### src/rtl/uart_rx_byte.sv
// 8N1 UART receiver: 2-flop input synchronizer, mid-bit sampling, one-cycle
// rx_finish / rx_frame_err pulses, break-safe recovery through WAIT_HIGH.
module uart_rx_byte #(
    parameter int unsigned CLKS_PER_BIT = 434
) (
    input  logic       clock,
    input  logic       reset,
    input  logic       rx_serial,
    output logic [7:0] rx_byte,
    output logic       rx_finish,
    output logic       rx_frame_err,
    output logic       rx_busy
);

    localparam int unsigned TIMER_W = 16;
    localparam int unsigned INDEX_W = 3;
    localparam logic [TIMER_W-1:0] BIT_LAST = TIMER_W'(CLKS_PER_BIT - 1);
    localparam logic [TIMER_W-1:0] HALF_BIT = TIMER_W'((CLKS_PER_BIT - 1) / 2);
    localparam logic [INDEX_W-1:0] LAST_IDX = INDEX_W'(7);

    typedef enum logic [2:0] {
        IDLE,
        START,
        DATA,
        STOP,
        CLEANUP,
        WAIT_HIGH
    } state_t;

    state_t               state;
    logic                 sync_meta;
    logic                 sync_rx;
    logic [TIMER_W-1:0]   timer;
    logic [INDEX_W-1:0]   bit_index;
    logic [7:0]           shift_reg;

    // Two-flop synchronizer; resets to the idle-high line level.
    always_ff @(posedge clock) begin
        if (reset) begin
            sync_meta <= 1'b1;
            sync_rx   <= 1'b1;
        end else begin
            sync_meta <= rx_serial;
            sync_rx   <= sync_meta;
        end
    end

    always_ff @(posedge clock) begin
        if (reset) begin
            state        <= IDLE;
            timer        <= '0;
            bit_index    <= '0;
            shift_reg    <= '0;
            rx_byte      <= '0;
            rx_finish    <= 1'b0;
            rx_frame_err <= 1'b0;
            rx_busy      <= 1'b0;
        end else begin
            rx_finish    <= 1'b0;
            rx_frame_err <= 1'b0;
            case (state)
                IDLE: begin
                    timer     <= '0;
                    bit_index <= '0;
                    if (sync_rx == 1'b0) begin
                        state   <= START;
                        rx_busy <= 1'b1;
                    end
                end
                // Re-check the start bit at its midpoint to reject glitches.
                START: begin
                    if (timer == HALF_BIT) begin
                        timer <= '0;
                        if (sync_rx == 1'b0) begin
                            state <= DATA;
                        end else begin
                            state   <= IDLE;
                            rx_busy <= 1'b0;
                        end
                    end else begin
                        timer <= timer + TIMER_W'(1);
                    end
                end
                DATA: begin
                    if (timer == BIT_LAST) begin
                        timer                <= '0;
                        shift_reg[bit_index] <= sync_rx;
                        if (bit_index == LAST_IDX) begin
                            bit_index <= '0;
                            state     <= STOP;
                        end else begin
                            bit_index <= bit_index + INDEX_W'(1);
                        end
                    end else begin
                        timer <= timer + TIMER_W'(1);
                    end
                end
                // rx_byte only changes here, so mid-frame bits never leak out.
                STOP: begin
                    if (timer == BIT_LAST) begin
                        timer <= '0;
                        if (sync_rx == 1'b1) begin
                            rx_byte   <= shift_reg;
                            rx_finish <= 1'b1;
                            state     <= CLEANUP;
                        end else begin
                            rx_frame_err <= 1'b1;
                            state        <= WAIT_HIGH;
                        end
                    end else begin
                        timer <= timer + TIMER_W'(1);
                    end
                end
                CLEANUP: begin
                    state   <= IDLE;
                    rx_busy <= 1'b0;
                end
                // A held-low line must return high before a new start is accepted.
                WAIT_HIGH: begin
                    if (sync_rx == 1'b1) begin
                        state   <= IDLE;
                        rx_busy <= 1'b0;
                    end
                end
                default: begin
                    state   <= IDLE;
                    rx_busy <= 1'b0;
                end
            endcase
        end
    end

endmodule

### config.mk
export PLATFORM = sky130hd
export DESIGN_NAME = uart_rx_byte
export DESIGN_NICKNAME = d
export VERILOG_FILES = /design/src/rtl/uart_rx_byte.sv
export SDC_FILE = /design/constraint.sdc
export NUM_CORES = 1
export LEC_CHECK = 0
export ABC_AREA = 1
export CAP_MARGIN = 20
export CORE_MARGIN = 4
export CORE_UTILIZATION = 51
export DETAILED_ROUTE_END_ITERATION = 10
export GPL_TIMING_DRIVEN = 0
export PLACE_DENSITY_LB_ADDON = 0.05
export SLEW_MARGIN = 10
export SYNTH_ARGS = -nofsm -noshare
export SYNTH_HDL_FRONTEND = slang
export SYNTH_SLANG_ARGS = --single-unit
### constraint.sdc
create_clock -name clock -period 1.4 [get_ports clock]
set_input_delay 0.28 -clock clock [delete_from_list [all_inputs] [get_ports clock]]
set_output_delay 0.28 -clock clock [all_outputs]
set_load 0.01 [all_outputs]
run_1/flops_by_reg.png
Bar = 20 µm.
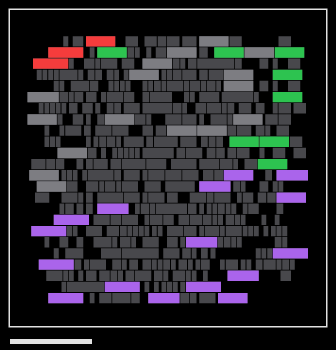
timer -> purple  # sequential cells 16
bit_index -> red  # sequential cells 3
rx_byte -> green  # sequential cells 8, where top right

run_1/layer_met3.png
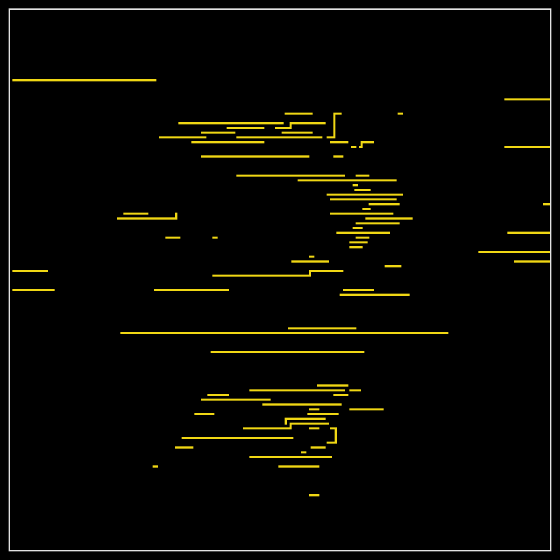
longest straight run = 46.5 µm
nets with wire on the layer = 60

run_1/layer_met2.png
Bar = 20 µm.
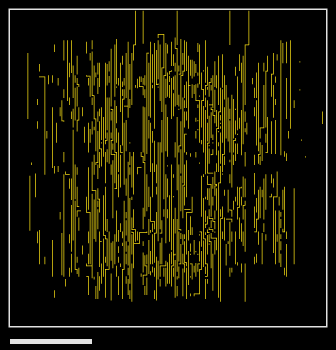
nets with wire on the layer = 339
share of all routed wire = 48%
main direction = vertical
longest straight run = 30.1 µm
wire length on this layer = 3360 µm
met2 demand-to-capacity share in global routing: 33.8%
detailed-route wire length: 7050 µm
DR vias: 2594

run_1/logic_types.png
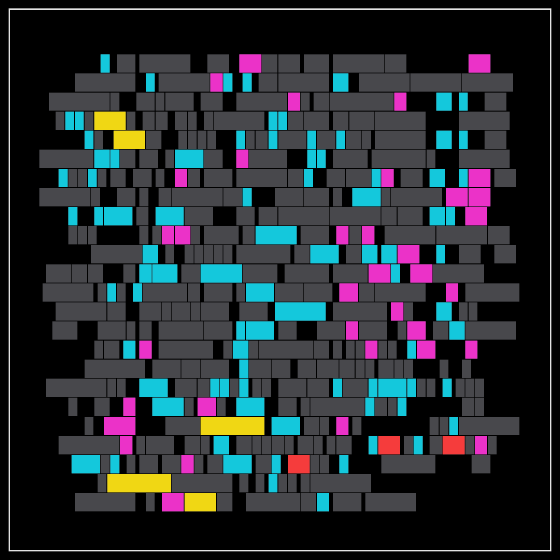
fa/ha/maj cells -> yellow  # cells 5, most used ha_1
xor and xnor cells -> red  # cells 3, most used xor2_1
aoi and oai cells -> magenta  # cells 36, most used a21oi_1
nor cells -> cyan  # cells 84, most used nor2_1, where widely spread
logic gate fraction of the total cell area: 50.0%
Post-Layout Cell Count: 456
most numerous logic cell after layout: sky130_fd_sc_hd__nand2_1

==> run 1: per-stage QoR <==
stage	util (%)	hold WS [ns]	setup slack, ns
3_3_place_gp	58.8	0.393	-0.221
4_1_cts	66.0	0.415	-0.0535
2_1_floorplan	-	0.384	-0.00427
5_1_grt	75.1	0.429	-0.171
3_5_place_dp	58.8	0.397	-0.234
6_report	75.1	0.409	-0.126
==> run 1: what timing repair did <==
action,CTS,global route
pin swaps,14,38
resized,58,72
buffers inserted,9,18
gates cloned,1,2
setup endpoints to repair,49,40
==> run 1: cell usage in the layout, fill, tap and decap left out, drive strengths merged <==
cell / instances
nand2: 90
nor2: 77
dfxtp: 43
inv: 38
buf: 32
nand3: 25
a21oi: 17
nand4: 17
o21ai: 13
dlygate4sd2: 11
clkbuf: 9
nor3: 6
ha: 5
clkinv: 3
o211ai: 3
o21bai: 2
or2: 2
xor2: 2
clkdlybuf4s50: 2
nand3b: 1
dlygate4sd1: 1
o22ai: 1
xnor2: 1
nor4: 1
a31o: 1
clkinvlp: 1
==> run 1: cells by family after synthesis <==
group / share of synthesized area [%]
adder cells (fa/ha/maj): 2.58
AND/OR/NAND/NOR: 43.1
AND-OR/OR-AND: 8.56
buffers and inverters: 9.23
XOR/XNOR: 1.08
flip-flops: 35.5
==> run 1: metal layers <==
metal | GRT usage [%] | vias up | wire length [µm] | share of wire, %
met5 | 0 | - | 0 | 0
met4 | 6.23 | 0 | 207 | 2.9
met3 | 2.58 | 25 | 513 | 7.3
met2 | 33.8 | 133 | 3360 | 48
met1 | 29.3 | 1189 | 2970 | 42
li1 | - | 1247 | - | -
==> run 1: report_power, final <==
group | total (µW) | switching, µW | internal (µW)
clock | 826 | 469 | 357
combinational | 2060 | 1330 | 732
sequential | 1450 | 111 | 1340
total | 4340 | 1910 | 2430
==> run summary, run 1 <==
Observations from the implementation run.

Critical path:
- Counting both buffers and inverters, the worst setup path holds a total of 3.
- The report puts the cell count of the worst reg-to-reg path at 8.
- The run puts the delay of the slowest cell on the worst path at 0.37 ns.
- The run gives the end of the worst register-to-register path as shift_reg[1]$_SDFFE_PP0P_.
- For reference, the critical path cell chain is inv_4, ha_4, buf_6, nand4_4, nor2_8, clkbuf_16, nand4_1, a21oi_1.
- The run gives the standard cell with the maximum stage delay on the critical path as sky130_fd_sc_hd__dfxtp_4.
- The run gives the kind of cell adding the most delay to the critical path as simple AND/OR/NAND/NOR gates.
- Of all nets on the critical path, the largest fanout is 5.
- The critical path crosses 8 cells after its start point.
- The worst setup path is of the flop to flop kind.
- The run gives the worst setup path endpoint as shift_reg[1]$_SDFFE_PP0P_.
- The launch point of the worst register-to-register path is recorded as timer[1]$_SDFFE_PP0P_.
- The run puts the data arrival time of the worst path at 1.75 ns.
- The run gives the element type at the critical path start as a flop.
- The worst setup path is captured at a flop.
- The run gives the worst setup path startpoint as timer[1]$_SDFFE_PP0P_.
- The run puts the worst path required time at 1.63 ns.
- The run gives the register-to-register setup slack as -0.13 ns.

Logic synthesis:
- The run gives the top cell type's share of synthesized area as 35.5%.
- The run puts the average cell area after synthesis at 6.88 µm².
- The run puts the cell area after synthesis at 0.00243 mm².
- Post-synth the commonest register cell is sky130_fd_sc_hd__dfxtp_1.
- The run puts the fraction of registers with async set or reset after synthesis at 0%.
- The run gives the net count after synthesis as 361.
- The run puts the synthesis-stage register bit count at 43.
- Ranked by total cell area, the synthesized netlist is headed by sky130_fd_sc_hd__dfxtp_1 (35%), sky130_fd_sc_hd__nand2_1 (13%), sky130_fd_sc_hd__nor2_1 (10%).
- The run gives the distinct cell type count after synthesis as 40.
- The run gives the synthesized instance count as 353.
- Summing the sequential cell areas from Yosys gives 35.5% of the chip area.
- The run gives the biggest area consumer among synthesized cells as sky130_fd_sc_hd__dfxtp_1.
- The run puts the count of library flops with an enable pin at 0.
- The synthesis stats list as the most numerous cell sky130_fd_sc_hd__nand2_1.
- The run gives the synthesized chip area reported by yosys as 0.00243 mm².
- The synthesis log from Yosys contains 0 warnings.
- The run gives the cell count listed in synth_stat.txt as 353.
- For reference, the top cells by count after synthesis are sky130_fd_sc_hd__nand2_1 (81), sky130_fd_sc_hd__nor2_1 (66), sky130_fd_sc_hd__dfxtp_1 (43), sky130_fd_sc_hd__inv_1 (30), sky130_fd_sc_hd__nand3_1 (23).

Global route:
- Entering global routing, the biggest net connects 16 pins.
- The run puts the first-pass GRT wire length at 10000 µm.
- The run puts the via count of the first global-routing pass at 2084.
- The total overflow left after global routing is 0.
- The run puts the overall track demand over capacity in global routing at 21.0%.
- The run puts the number of antenna violations at the first check in global routing at 0.

Die:
- The run puts the die boundary height at 77.0 µm.
- The run puts the core utilization before placement at 54.3%.
- The run gives the placeable core region as 0.00447 mm².
- The run gives the number of top-level pins as 14.
- After floorplanning, the core was divided into 24 placement rows.
- The run puts the full die area at 0.00593 mm².
- The run gives the width of the die as 77.0 µm.
- Across the placement rows, the number of tap cells is 52.

Final layout:
- The run gives the final-layout clock-cell area share as 2.79%.
- Across the whole layout, storage elements account for 903 µm².
- The run gives the final non-filler cell area as 0.00336 mm².
- The run puts the clock tree buffer count of the final layout at 5.
- 264 cells are multi-input combinational gates.
- The run puts the share of the final layout cell area in sequential cells at 26.9%.
- The run gives the number of flip-flops in the largest register as 16.
- The run puts the fraction of layout instances using a drive strength above 1 at 38.1%.
- The design has 43 sequential cells.
- By area, multi-input combinational cells come first.
- The run puts the multi-input gate area in the final layout at 0.00168 mm².
- In the final layout, non-clock buffers account for 13.6% of the cell area.
- The run gives the synthesis-to-finish area growth as 38.5%.
- The run gives the count of plain and timing-repair buffers as 50.
- The run gives the number of non-clock inverters in the layout as 39.
- The net count of the finished layout is 411.
- The run puts the antenna diode count at 0.
- The run puts the final-layout fill cell count at 323.

Route:
- The run gives the number of nets still failing antenna checks after routing as 0.
- The run gives the DRC violation total after the first TritonRoute iteration as 345.
- The run gives the number of detailed-route iterations in the first pass as 5.
- The run gives the average wire per standard cell as 15.5 µm.
- The run gives the post-route DRC violation count as 0.
- Using the TritonRoute via totals, the vias-per-cell ratio works out to 5.69.

Flow run:
- The run gives the max capacitance violation total as 0.
- Summing over the stages, the warning tally comes to 31.

Pwr:
- The run puts the worst-case vdd ir drop at 0.00107 V.
- The run puts the overall power of the completed layout at 4340 µW.
- The run gives the cell area power density as 1290 mW/mm².
- The run puts the static power due to leakage at 0.00148 µW.

CTS:
- The run puts the number of H-tree levels at 2.
- Clock tree synthesis selected as its root buffer the cell sky130_fd_sc_hd__clkbuf_8.
- The run puts the clock-pin slew of the registers on the worst-case setup and hold paths at 0.09 ns.
- The run puts the hold buffer count at CTS at 0.
- The run puts the insertion delay of the later-clocked pin in the worst-skew pair at 0.30 ns.
- The run puts the clock sink count at 43.
- The run gives the maximum root-to-sink buffer count as 2.
- TritonCTS built the clock tree.
- The run gives the total clock buffers created by CTS as 5.

Final timing:
- Setup repair after global routing could not meet its margin everywhere.
- Counting endpoints that fail hold in the final report gives 0.
- The run gives the worst setup slack after layout as -0.126 ns.
- The run puts the achievable clock frequency at 655 MHz.
- The worst pin sits at a relative slew slack of 66.6%.
- The run puts the accumulated negative setup slack at -1.07 ns.
- The run puts the shortest clock period the worst path allows after layout at 1.53 ns.
- The run puts the setup violation total in the final timing report at 27.
- The run puts the number of pins exceeding their max-slew limit in the final report at 0.
- The run gives the final clock period utilization by the worst path as 109%.
- Looking at the max-slew report, the worst-margin pin has a slew of 0.501 ns.
- The run puts the worst-case clock skew at 0.00792 ns.

Worst hold path:
- Checking hold timing, the worst path is listed with class flop to flop.
- The launch point of the worst min-delay path is recorded as sync_meta$_SDFF_PP1_.
- The report gives the cell count of the worst hold path as 1.
- The worst hold path terminates at sync_rx$_SDFF_PP1_.

Run status:
- The checks that failed: negative setup slack.
- The run finished, with violations left.

Placed design:
- The run puts the count of buffers from port buffering at 13.
- The run puts the total cell area at the placement stage at 0.00263 mm².
- The run puts the estimated wirelength of the detail-placed design at 4020 µm.
- The run puts the post-placement cell count at 418.
- Per the gpl log, the routability congestion estimate is 0.941.
==> run 1 -> run 2 <==
CTS_CLUSTER_SIZE = 8   (was unset)
clock period = 1.85 ns   (was 1.4 ns; I/O delays follow)
run_2/layer_met2.png
Bar = 20 µm.
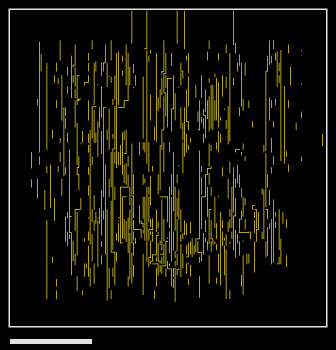
share of all routed wire = 43%
nets with wire on the layer = 286
main direction = vertical
met2 demand-to-capacity share in global routing: 29.6%
DR vias: 2233
detailed-route wire length: 5420 µm

==> run 2 against run 1 <==
The run now ends clean. Maximum frequency fell by 10%. Non-clock buffer count fell by 28. Setup slack improved by 0.28 ns. Via count fell by 14%. Register-to-register slack improved by 0.28 ns. Clock skew fell by 0.0019 ns. Clock power fell by 7.6%. Sequential power fell by 25%. Hold slack barely moved. Cell area fell by 18%. First-iteration DRC count fell by 62%. Combinational power fell by 46%.
==> run summary, run 2 <==
Observations from the implementation run.

Pwr:
- The run puts the static power due to leakage at 0.00120 µW (was 0.00148 µW).
- The worst-case vdd ir drop is 0.000746 V (was 0.00107 V).
- The cell area power density is 1080 mW/mm² (was 1290 mW/mm²).

Flow run:
- The run puts the max capacitance violation total at 0 (unchanged).
- The run puts the number of warnings in the stage logs at 28 (was 31).

CTS:
- The run gives the clock-pin slew of the registers on the worst-case setup and hold paths as 0.08 ns (was 0.09 ns).
- The run puts the insertion delay of the later-clocked pin in the worst-skew pair at 0.30 ns (about the same).
- The run gives the total clock buffers created by CTS as 5 (unchanged).
- The run puts the maximum root-to-sink buffer count at 2 (unchanged).
- The run gives the master cell of the clock root buffer as sky130_fd_sc_hd__clkbuf_8 (unchanged).
- The run gives the TritonCTS clock tree as built (unchanged).
- The run puts the post-CTS resize count at 0 (was 58).
- The hold buffer count at CTS came to 0 (unchanged).

Worst hold path:
- The end point of the worst hold path was sync_rx$_SDFF_PP1_ (unchanged).
- The worst hold path startpoint is sync_meta$_SDFF_PP1_ (unchanged).
- The run gives the instance count along the most critical hold path as 1 (unchanged).
- The run gives the type of the most critical hold path as flop to flop (unchanged).

Logic synthesis:
- The run gives the top cell type's share of synthesized area as 35.5% (unchanged).
- The net count after synthesis was 361 (unchanged).
- The biggest area consumer among synthesized cells was sky130_fd_sc_hd__dfxtp_1 (unchanged).
- Top area cells in the synthesized netlist: sky130_fd_sc_hd__dfxtp_1 (35%), sky130_fd_sc_hd__nand2_1 (13%), sky130_fd_sc_hd__nor2_1 (10%) (unchanged).
- The primary flip-flop cell chosen by synthesis mapping is sky130_fd_sc_hd__dfxtp_1 (unchanged).
- The run gives the distinct cell type count after synthesis as 40 (unchanged).
- The run puts the count of library flops with an enable pin at 0 (unchanged).
- The run gives the synthesized chip area reported by yosys as 0.00243 mm² (unchanged).
- The run gives the adder and majority cell fraction of the synthesized area as 2.58% (unchanged).
- The run gives the leading cell type by number of instances after synthesis as sky130_fd_sc_hd__nand2_1 (unchanged).
- The run puts the total number of yosys warnings at 0 (unchanged).
- The synthesis-stage register bit count is 43 (unchanged).
- The run gives the fraction of registers with async set or reset after synthesis as 0% (unchanged).
- Top post-synthesis cells by count: sky130_fd_sc_hd__nand2_1 (81), sky130_fd_sc_hd__nor2_1 (66), sky130_fd_sc_hd__dfxtp_1 (43), sky130_fd_sc_hd__inv_1 (30), sky130_fd_sc_hd__nand3_1 (23) (unchanged).
- The run gives the average cell area after synthesis as 6.88 µm² (unchanged).
- The run gives the register area share after synthesis as 35.5% (unchanged).

Global route:
- The layer with the highest usage is met2 (unchanged).
- The run gives the largest net degree at the start of global routing as 14 (was 16).
- The run puts the overall overflow remaining after global route at 0 (unchanged).
- The first-pass GRT wire length is 9230 µm (was 10000 µm).
- The run puts the fraction of met1 tracks used by global routing at 26.8% (was 29.3%).
- The run puts the via count of the first global-routing pass at 2006 (was 2084).
- The overall track demand over capacity in global routing is 19.4% (was 21.0%).
- The run puts the number of antenna violations at the first check in global routing at 0 (unchanged).

Route:
- The number of detailed-route iterations in the first pass was 4 (was 5).
- The run puts the DRC violation total after the first TritonRoute iteration at 130 (was 345).
- The run gives the average wire per standard cell as 12.7 µm (was 15.5 µm).
- The run puts the ratio of routed vias to standard cells at 5.24 (was 5.69).
- The run puts the routed length on met1 at 2640 µm (was 2970 µm).
- The run puts the post-route DRC violation count at 0 (unchanged).

Critical path:
- The run gives the worst path required time as 2.05 ns (was 1.63 ns).
- The end of the worst register-to-register path was timer[9]$_SDFFE_PP0P_ (was shift_reg[1]$_SDFFE_PP0P_).
- The type of the setup path with the least slack is flop to flop (unchanged).
- The worst setup path startpoint was timer[0]$_SDFFE_PP0P_ (was timer[1]$_SDFFE_PP0P_).
- The run puts the data arrival time of the worst path at 1.89 ns (was 1.75 ns).
- The endpoint type of the worst setup path is a flop (unchanged).

Final timing:
- The worst-case clock skew was 0.00599 ns (was 0.00792 ns).
- The slew at the pin closest to its max-slew limit was 0.532 ns (was 0.501 ns).
- The run puts the final clock period utilization by the worst path at 91.6% (was 109%).
- The run puts the number of failing hold endpoints at the final stage at 0 (unchanged).
- The run puts the achievable clock frequency at 590 MHz (was 655 MHz).

Final layout:
- Commonest cells after routing, fill and taps aside: sky130_fd_sc_hd__nand2_1 (81), sky130_fd_sc_hd__nor2_1 (66), sky130_fd_sc_hd__dfxtp_1 (43) (was sky130_fd_sc_hd__nand2_1 (69), sky130_fd_sc_hd__nor2_1 (50), sky130_fd_sc_hd__dfxtp_1 (27)).
- The antenna diode count was 0 (unchanged).
- The run gives the fraction of layout instances using a drive strength above 1 as 13.4% (was 38.1%).
- The run gives the synthesis-to-finish area growth as 12.9% (was 38.5%).

Placed design:
- The run gives the estimated wirelength of the detail-placed design as 3960 µm (was 4020 µm).
- The run puts the final weighted congestion in routability-driven placement at 0.925 (was 0.941).

Die:
- The run puts the number of top-level pins at 14 (unchanged).
- The run gives the number of core rows as 24 (unchanged).
- The core utilization before placement came to 54.3% (unchanged).
- The run gives the full die area as 0.00593 mm² (unchanged).

Run status:
- Run status: completed (was finished with violations).
run_2/logic_types.png
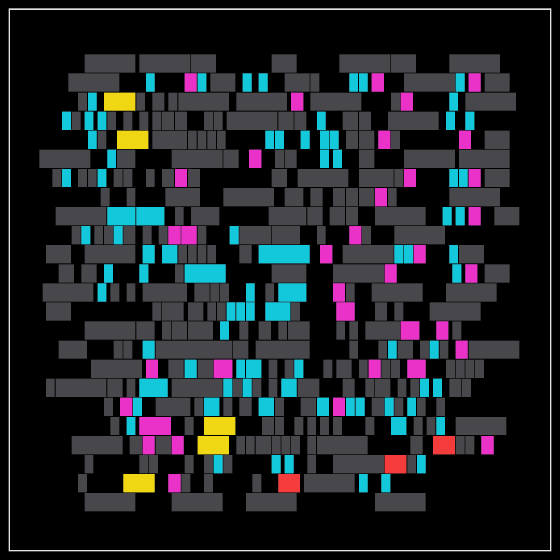
aoi and oai cells -> magenta  # cells 36, most used a21oi_1
nor cells -> cyan  # cells 83, most used nor2_1
xor and xnor cells -> red  # cells 3, most used xor2_1
fa/ha/maj cells -> yellow  # cells 5, most used ha_1
logic gate fraction of the total cell area: 49.0%
Post-Layout Cell Count: 426

## run 2: cell families (layout without fill, tap and decap cells)
kind of cell / after synthesis / count (layout)
AOI/OAI and AO/OA: 37 / 37
xor gates and xnor gates: 3 / 3
adders and majority gates: 5 / 5
buffers and inverters: 48 / 69
DFF: 43 / 43
and+or+nand+nor: 217 / 217
## run 2: per-stage QoR
stage | hold WS, ns | setup slack (ns) | instance area, µm² | std cells | util (%)
6_report | 0.410 | 0.155 | 2740 | 426 | 61.2
3_3_place_gp | 0.393 | 0.111 | 2620 | 418 | 58.6
4_1_cts | 0.416 | 0.160 | 2740 | 426 | 61.2
3_5_place_dp | 0.398 | 0.0901 | 2620 | 418 | 58.6
2_1_floorplan | 0.389 | 0.428 | 2430 | 353 | -
5_1_grt | 0.424 | 0.0105 | 2740 | 426 | 61.2
## run 2: layout make-up
class / instances / area, µm² / area share, %
Tap cell: 52 / 65.1 / 2.37
Clock buffer: 6 / 82.6 / 3.01
Timing Repair Buffer: 13 / 130 / 4.75
Multi-Input combinational cell: 262 / 1340 / 49.0
Clock inverter: 2 / 35.0 / 1.28
Buffer: 9 / 72.6 / 2.65
Sequential cell: 43 / 861 / 31.4
Inverter: 39 / 151 / 5.53
## run 2: worst max-delay path: stages, from the launching register on
cell	delay, ns
sky130_fd_sc_hd__dfxtp_1	0.44
sky130_fd_sc_hd__ha_1	0.26
sky130_fd_sc_hd__nand3_1	0.12
sky130_fd_sc_hd__nor2_1	0.12
sky130_fd_sc_hd__nand2_1	0.11
sky130_fd_sc_hd__nand2_2	0.13
sky130_fd_sc_hd__nand3_2	0.20
sky130_fd_sc_hd__nand2_1	0.16
sky130_fd_sc_hd__nor2_1	0.05
## run 2: power breakdown
part	internal (µW)	switching (µW)
Sequential	1000	87.5
Clock	437	326
Combinational	339	766
Total	1780	1180
No activity file was given, so power comes from the tool's default toggle rates.
